File: src/rtl/rdwr_chk_pkg.sv
// ---------------------------------------------------------------------------
// rdwr_chk_pkg
// Shared types for the read/write protocol checker: per-channel FSM state
// encoding, violation code encoding and the width of a violation code.
// ---------------------------------------------------------------------------
package rdwr_chk_pkg;

   localparam int FC_W = 3;

   typedef enum logic [1:0] {
      ST_IDLE = 2'd0,
      ST_WAIT = 2'd1,
      ST_HOLD = 2'd2
   } chk_state_e;

   typedef enum logic [FC_W-1:0] {
      FC_NONE    = 3'd0,
      FC_EARLY   = 3'd1,
      FC_TIMEOUT = 3'd2,
      FC_SHORT   = 3'd3,
      FC_OVERLAP = 3'd4,
      FC_ORPHAN  = 3'd5
   } fail_code_e;

endpackage : rdwr_chk_pkg

File: src/rtl/rdwr_chk_channel.sv
// ---------------------------------------------------------------------------
// rdwr_chk_channel
// Checks one wr/rd channel: after a wr rise, rd must rise within
// [DLY_MIN, DLY_MAX] edges and then stay high for HOLD_LEN sampled cycles.
// Ports:
//   clk, rst_n         clock, asynchronous active-low reset
//   clr                synchronous clear of counter, code and sticky flag
//   wr, rd             request inputs for this channel
//   pass, fail         one-cycle result pulses (registered)
//   fail_code          code of the most recent violation
//   err_cnt            saturating violation counter
//   any_err            sticky "a violation happened" flag
// ---------------------------------------------------------------------------
module rdwr_chk_channel
   import rdwr_chk_pkg::*;
#(
   parameter int DLY_MIN      = 2,
   parameter int DLY_MAX      = 2,
   parameter int HOLD_LEN     = 2,
   parameter int CHECK_ORPHAN = 1,
   parameter int CNT_W        = 8
) (
   input  logic             clk,
   input  logic             rst_n,
   input  logic             clr,
   input  logic             wr,
   input  logic             rd,
   output logic             pass,
   output logic             fail,
   output logic [FC_W-1:0]  fail_code,
   output logic [CNT_W-1:0] err_cnt,
   output logic             any_err
);

   localparam int OFF_W = $clog2(DLY_MAX + 1);
   localparam int HLD_W = $clog2(HOLD_LEN + 1);

   localparam logic [OFF_W-1:0] L_DLY_MIN  = OFF_W'(DLY_MIN);
   localparam logic [OFF_W-1:0] L_DLY_MAX  = OFF_W'(DLY_MAX);
   localparam logic [OFF_W-1:0] L_OFF_ONE  = OFF_W'(1);
   localparam logic [HLD_W-1:0] L_HOLD_LEN = HLD_W'(HOLD_LEN);
   localparam logic [HLD_W-1:0] L_HLD_ONE  = HLD_W'(1);
   localparam logic [CNT_W-1:0] L_CNT_ONE  = CNT_W'(1);

   chk_state_e       r_state;
   chk_state_e       w_state_nxt;
   logic             r_wr_prev;
   logic             r_rd_prev;
   logic [OFF_W-1:0] r_off;
   logic [OFF_W-1:0] w_off_nxt;
   logic [OFF_W-1:0] w_off_cur;
   logic [HLD_W-1:0] r_hold;
   logic [HLD_W-1:0] w_hold_nxt;
   logic [HLD_W-1:0] w_hold_inc;
   logic             r_pass;
   logic             r_fail;
   logic             w_pass_nxt;
   logic             w_fail_nxt;
   fail_code_e       w_code_nxt;
   fail_code_e       r_code;
   logic [CNT_W-1:0] r_cnt;
   logic             r_any;
   logic             w_wr_rise;
   logic             w_rd_rise;

   assign w_wr_rise  = wr & ~r_wr_prev;
   assign w_rd_rise  = rd & ~r_rd_prev;
   // r_off holds the offset of the previous edge; this edge is one further.
   assign w_off_cur  = r_off + L_OFF_ONE;
   assign w_hold_inc = r_hold + L_HLD_ONE;
   assign w_fail_nxt = (w_code_nxt != FC_NONE);

   always_ff @(posedge clk or negedge rst_n) begin
      if (!rst_n) begin
         r_state <= ST_IDLE;
      end else begin
         r_state <= w_state_nxt;
      end
   end

   always_comb begin
      // NOTE: every output of this block gets a default before the case so
      // no path leaves a signal unassigned, which would infer a latch.
      w_state_nxt = r_state;
      w_off_nxt   = r_off;
      w_hold_nxt  = r_hold;
      w_pass_nxt  = 1'b0;
      w_code_nxt  = FC_NONE;
      case (r_state)
         ST_IDLE: begin
            if (w_wr_rise) begin
               // A same-edge rd rise counts as an offset-0 rd, always early.
               if (w_rd_rise) begin
                  w_code_nxt = FC_EARLY;
               end else begin
                  w_state_nxt = ST_WAIT;
                  w_off_nxt   = '0;
               end
            end else if (w_rd_rise && (CHECK_ORPHAN != 0)) begin
               w_code_nxt = FC_ORPHAN;
            end
         end
         ST_WAIT: begin
            if (w_wr_rise) begin
               w_code_nxt = FC_OVERLAP;
               w_off_nxt  = '0;
            end else if (w_rd_rise) begin
               if (w_off_cur < L_DLY_MIN) begin
                  w_code_nxt  = FC_EARLY;
                  w_state_nxt = ST_IDLE;
               end else if (HOLD_LEN == 1) begin
                  w_pass_nxt  = 1'b1;
                  w_state_nxt = ST_IDLE;
               end else begin
                  w_state_nxt = ST_HOLD;
                  w_hold_nxt  = L_HLD_ONE;
               end
            end else if (w_off_cur == L_DLY_MAX) begin
               w_code_nxt  = FC_TIMEOUT;
               w_state_nxt = ST_IDLE;
            end else begin
               w_off_nxt = w_off_cur;
            end
         end
         ST_HOLD: begin
            if (rd) begin
               if (w_hold_inc == L_HOLD_LEN) begin
                  w_pass_nxt  = 1'b1;
                  w_state_nxt = ST_IDLE;
               end else begin
                  w_hold_nxt = w_hold_inc;
               end
            end else begin
               w_code_nxt  = FC_SHORT;
               w_state_nxt = ST_IDLE;
            end
         end
         default: begin
            w_state_nxt = ST_IDLE;
         end
      endcase
   end

   // NOTE: sequential state is written with non-blocking assignments so all
   // registers update together from pre-edge values.
   always_ff @(posedge clk or negedge rst_n) begin
      if (!rst_n) begin
         r_wr_prev <= 1'b0;
         r_rd_prev <= 1'b0;
         r_off     <= '0;
         r_hold    <= '0;
         r_pass    <= 1'b0;
         r_fail    <= 1'b0;
         r_code    <= FC_NONE;
         r_cnt     <= '0;
         r_any     <= 1'b0;
      end else begin
         r_wr_prev <= wr;
         r_rd_prev <= rd;
         r_off     <= w_off_nxt;
         r_hold    <= w_hold_nxt;
         r_pass    <= w_pass_nxt;
         r_fail    <= w_fail_nxt;
         // clr wins over a coincident violation: it is not recorded.
         if (clr) begin
            r_code <= FC_NONE;
            r_cnt  <= '0;
            r_any  <= 1'b0;
         end else if (w_fail_nxt) begin
            r_code <= w_code_nxt;
            r_any  <= 1'b1;
            if (r_cnt != '1) begin
               r_cnt <= r_cnt + L_CNT_ONE;
            end
         end
      end
   end

   assign pass      = r_pass;
   assign fail      = r_fail;
   assign fail_code = r_code;
   assign err_cnt   = r_cnt;
   assign any_err   = r_any;

endmodule : rdwr_chk_channel

File: config.mk
export PLATFORM = sky130hd
export DESIGN_NAME = rdwr_chk_channel
export DESIGN_NICKNAME = d
export VERILOG_FILES = /design/src/rtl/rdwr_chk_pkg.sv /design/src/rtl/rdwr_chk_channel.sv
export SDC_FILE = /design/constraint.sdc
export NUM_CORES = 1
export LEC_CHECK = 0
export ABC_AREA = 1
export CORE_UTILIZATION = 45
export CTS_CLUSTER_DIAMETER = 30
export DETAILED_ROUTE_END_ITERATION = 16
export HOLD_SLACK_MARGIN = 0.12
export PLACE_DENSITY = 0.79
export SLEW_MARGIN = 20
export SYNTH_ARGS = -nofsm -noshare
export SYNTH_HDL_FRONTEND = slang
export SYNTH_SLANG_ARGS = --single-unit
File: constraint.sdc
create_clock -name clk -period 2.88 [get_ports clk]
set_clock_uncertainty 0.05 [all_clocks]
set_input_delay 0.432 -clock clk [delete_from_list [all_inputs] [get_ports clk]]
set_output_delay 0.432 -clock clk [all_outputs]
set_load 0.02 [all_outputs]
==> flow_summary.toml <==
# implementation run metrics
[status]
outcome = "complete, no violations"

[cells_and_area]
n_antenna_cell = 0
comb_share_pct = 39.26
drive_gt1_share_pct = 8.197
area_share_nonclk_buffers_pct = 12.69
clk_share_pct = 2.453
largest_class = "logic gates"
buffers_excl_clock = 19
regArea_um2 = 550.5
final_cell_mix = "nand2_1, nand3_1, inv_1, dfrtp_1"
logic_area_um2 = 580.6
syn2layout_area_growth_pct = 20.74
instances_no_fill = 213
layout.nets = 192
layout.cells.most_common = "nand2_1"
clock_buffers = 4
largest_reg_flops = 8
seq_share_pct = 37.23
nMultiInputCombCells = 115
flops = 22
n_fill_cell = 247

[global_route]
antenna_found_initial = 0
use_met2_pct = 29.07
grt_pass1_vias = 960
grt_max_degree = 23
gr-usage-met3_pct = 6.215
grt_overflow = 0
grt_pass1_wl_um = 4043

[worst_setup_path]
path_delay_family = "buffers and inverters"
cp.required_ps = 2400
crit_path_end_kind = "output pin"
crit_path_top_delay_cell = "clkdlybuf4s50_1"
crit_fanout = 7
crit_chain = "clkdlybuf4s50_1"
timing.rr.start = "err_cnt[1]"
critPathCapture = "err_cnt[3]"
ff2ff_setup_slack_ps = 1250
cp.arrival_ps = 1460
cp-startpoint = "err_cnt[3]"
worst_setup_path_start_kind = "flip-flop"
cp.buffers_inverters = 1
r2r_cells = 8
cpPeakStageDelay_ps = 650
timing.rr.end = "err_cnt[7]"
cp_num_cells = 1
path_class = "flip-flop to output pin"

[final_timing]
setup_tns_ps = 0
hold_slack_ps = 399.8
finalClockPeriodUsage_pct = 67.36
tightest_slew_ps = 412.4
relSlewSlack_pct = 72.48
grt_setup_unrepaired = "false"
fin_crit_ps = 1940
hold_viol = 0
setup_viol = 0
fmax_ghz = 0.5155
finalWorstSetupSlack_ps = 940.0

[power]
switching_power_mw = 0.4567
maxPowerGroup = "combinational logic"
clockPowerShare_pct = 15.5
power.total_mw = 1.111
power_switching_share_pct = 41.12
p_int_mw = 0.6540
leakage_nw = 0.7463
power_frac_comb_pct = 44.9
pg_clk_mw = 0.172
p_seq_share_pct = 39.6
powerSeq_mw = 0.440
power_density_nw_per_um2 = 751.0
pg_comb_mw = 0.499

[route]
num_vias = 1090
dr.pass1.iters = 4
dr_wl_met2_um = 1098
drc = 0
wl_met3_um = 135
drt_iter0_markers = 29
wl_per_cell_um = 11.32
routed_wirelength_um = 2411
antenna_left = 0
top_layer_used = "met4"
viasPerCell = 5.117
drt-met1-wl_um = 1161

[die]
die_w_um = 54.18
initial_core_util_pct = 48.56
design.core.area_um2 = 2522
num_io_pins = 19
rows = 18
taps = 30
chip_area_um2 = 2935

[cts]
cts_max_level = 1
root_buffer = "clkbuf_4"
cts_max_path_buffers = 2
cts_tree = "done"
clk_latency_ps = 310
cts.clk_slew.worst_paths_ps = 120
cts-hold-fix-buffers = 0
clkSinkCount = 22
cts_setup_buffers = 0
cts.repair.resized = 0

[yosys]
mux_area_share_pct = 0
post-synth-top-count-cell = "nand2_1"
yosys_area_um2 = 1225
topCombFamilyByArea = "simple AND/OR/NAND/NOR gates"
ys_warn_count = 0
ys_sh_adder_pct = 3.064
synthSimpleGateAreaFrac_pct = 37.79
top_area_share_pct = 44.94
synthArstFlopShare_pct = 100.0
syn-cell-area_um2 = 1225
ys_seq_share_pct = 44.94
yosys.area.top_type = "dfrtp_1"
netlist_top_cells_count = "nand2_1, nand3_1, dfrtp_1, inv_1, nor2_1"
edf_count = 0
aoi_share_pct = 5.107
syn_nets = 170
synth-seq-cells = 22
postSynthAreaPerCell_um2 = 7.561
synth-xor-area-share_pct = 1.430
yosys_most_used_dff = "dfrtp_1"
topCellsByArea = "dfrtp_1, nand2_1, nand3_1, inv_1, nor2_1"
ys_types = 26
synthCells = 162

[place]
place_congestion = 0.9104
dpl_worst_slack_ps = 728.8
numPlacedInstances = 209
placed_cell_area_um2 = 1443
dpl.hpwl_um = 1830
numPortBuffers = 18

[run]
tool_warnings = 26
cap_violations = 0

[min_path]
hp-class = "primary input to async pin"
### Cell classes on the final placement

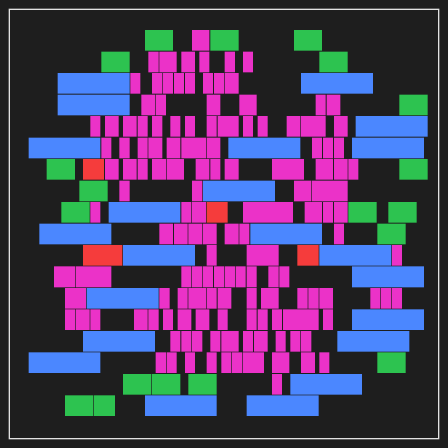
colour	class	cells	share of their area
red	clock drivers and dummy loads	4	2.5%
blue	flops	22	38%
green	other buffers and delay cells	19	13%
magenta	combinational and other logic	138	46%

### Clock distribution

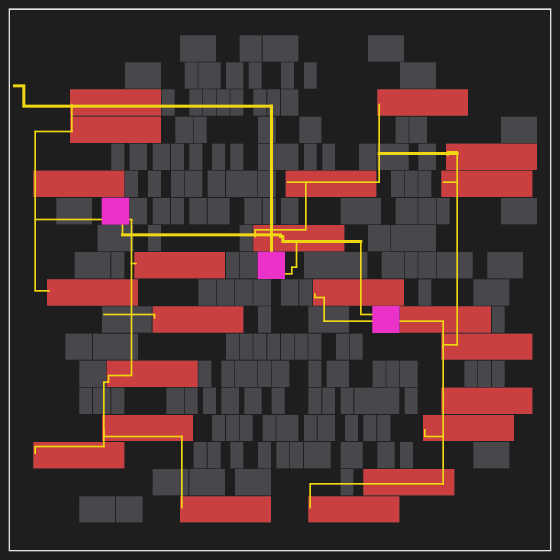
[magenta] clock drivers | count: 3
[yellow] clock wires | length: 288 um
[red] flip-flops | count: 22
routed clock nets	4
flops lie	spread over the die

### Signal wires by layer

Bar = 20 um.
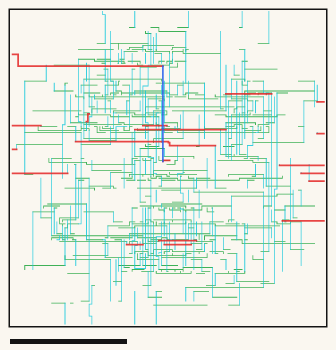
colour	layer	wire length
cyan	metal 2	1,100 um
red	metal 3	135 um
blue	metal 4	16.3 um
green	metal 1	1,160 um

### Track usage over the die

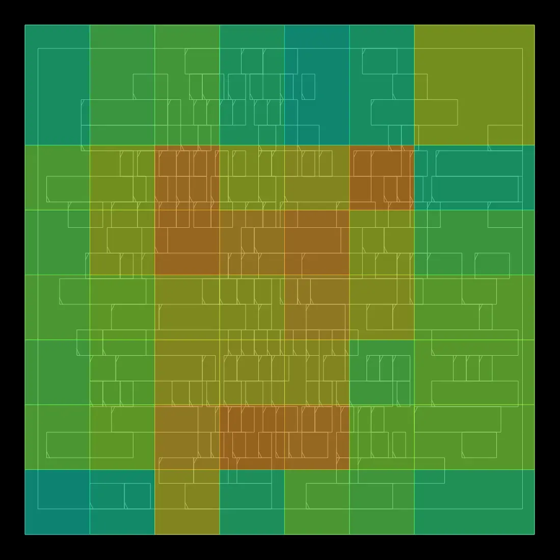
gr usage total: 19.18%
GR peak layer: met2
Util after Layout: 58.63%
GR Util met1: 26.52%

### PDN straps and rails

Bar = 20 um. Pins as bars on the die edge.
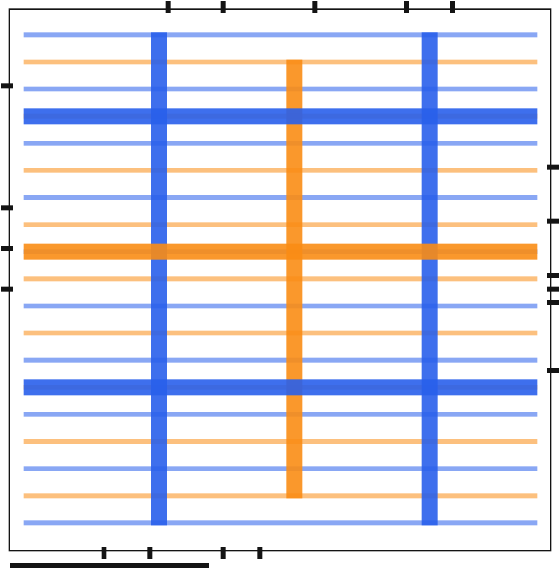
colour	net
blue	VSS
orange	VDD
met1 rails	19
met4 straps	3
rows	18
Die Y: 54.18 um
peak supply drop: 0.4557 mV

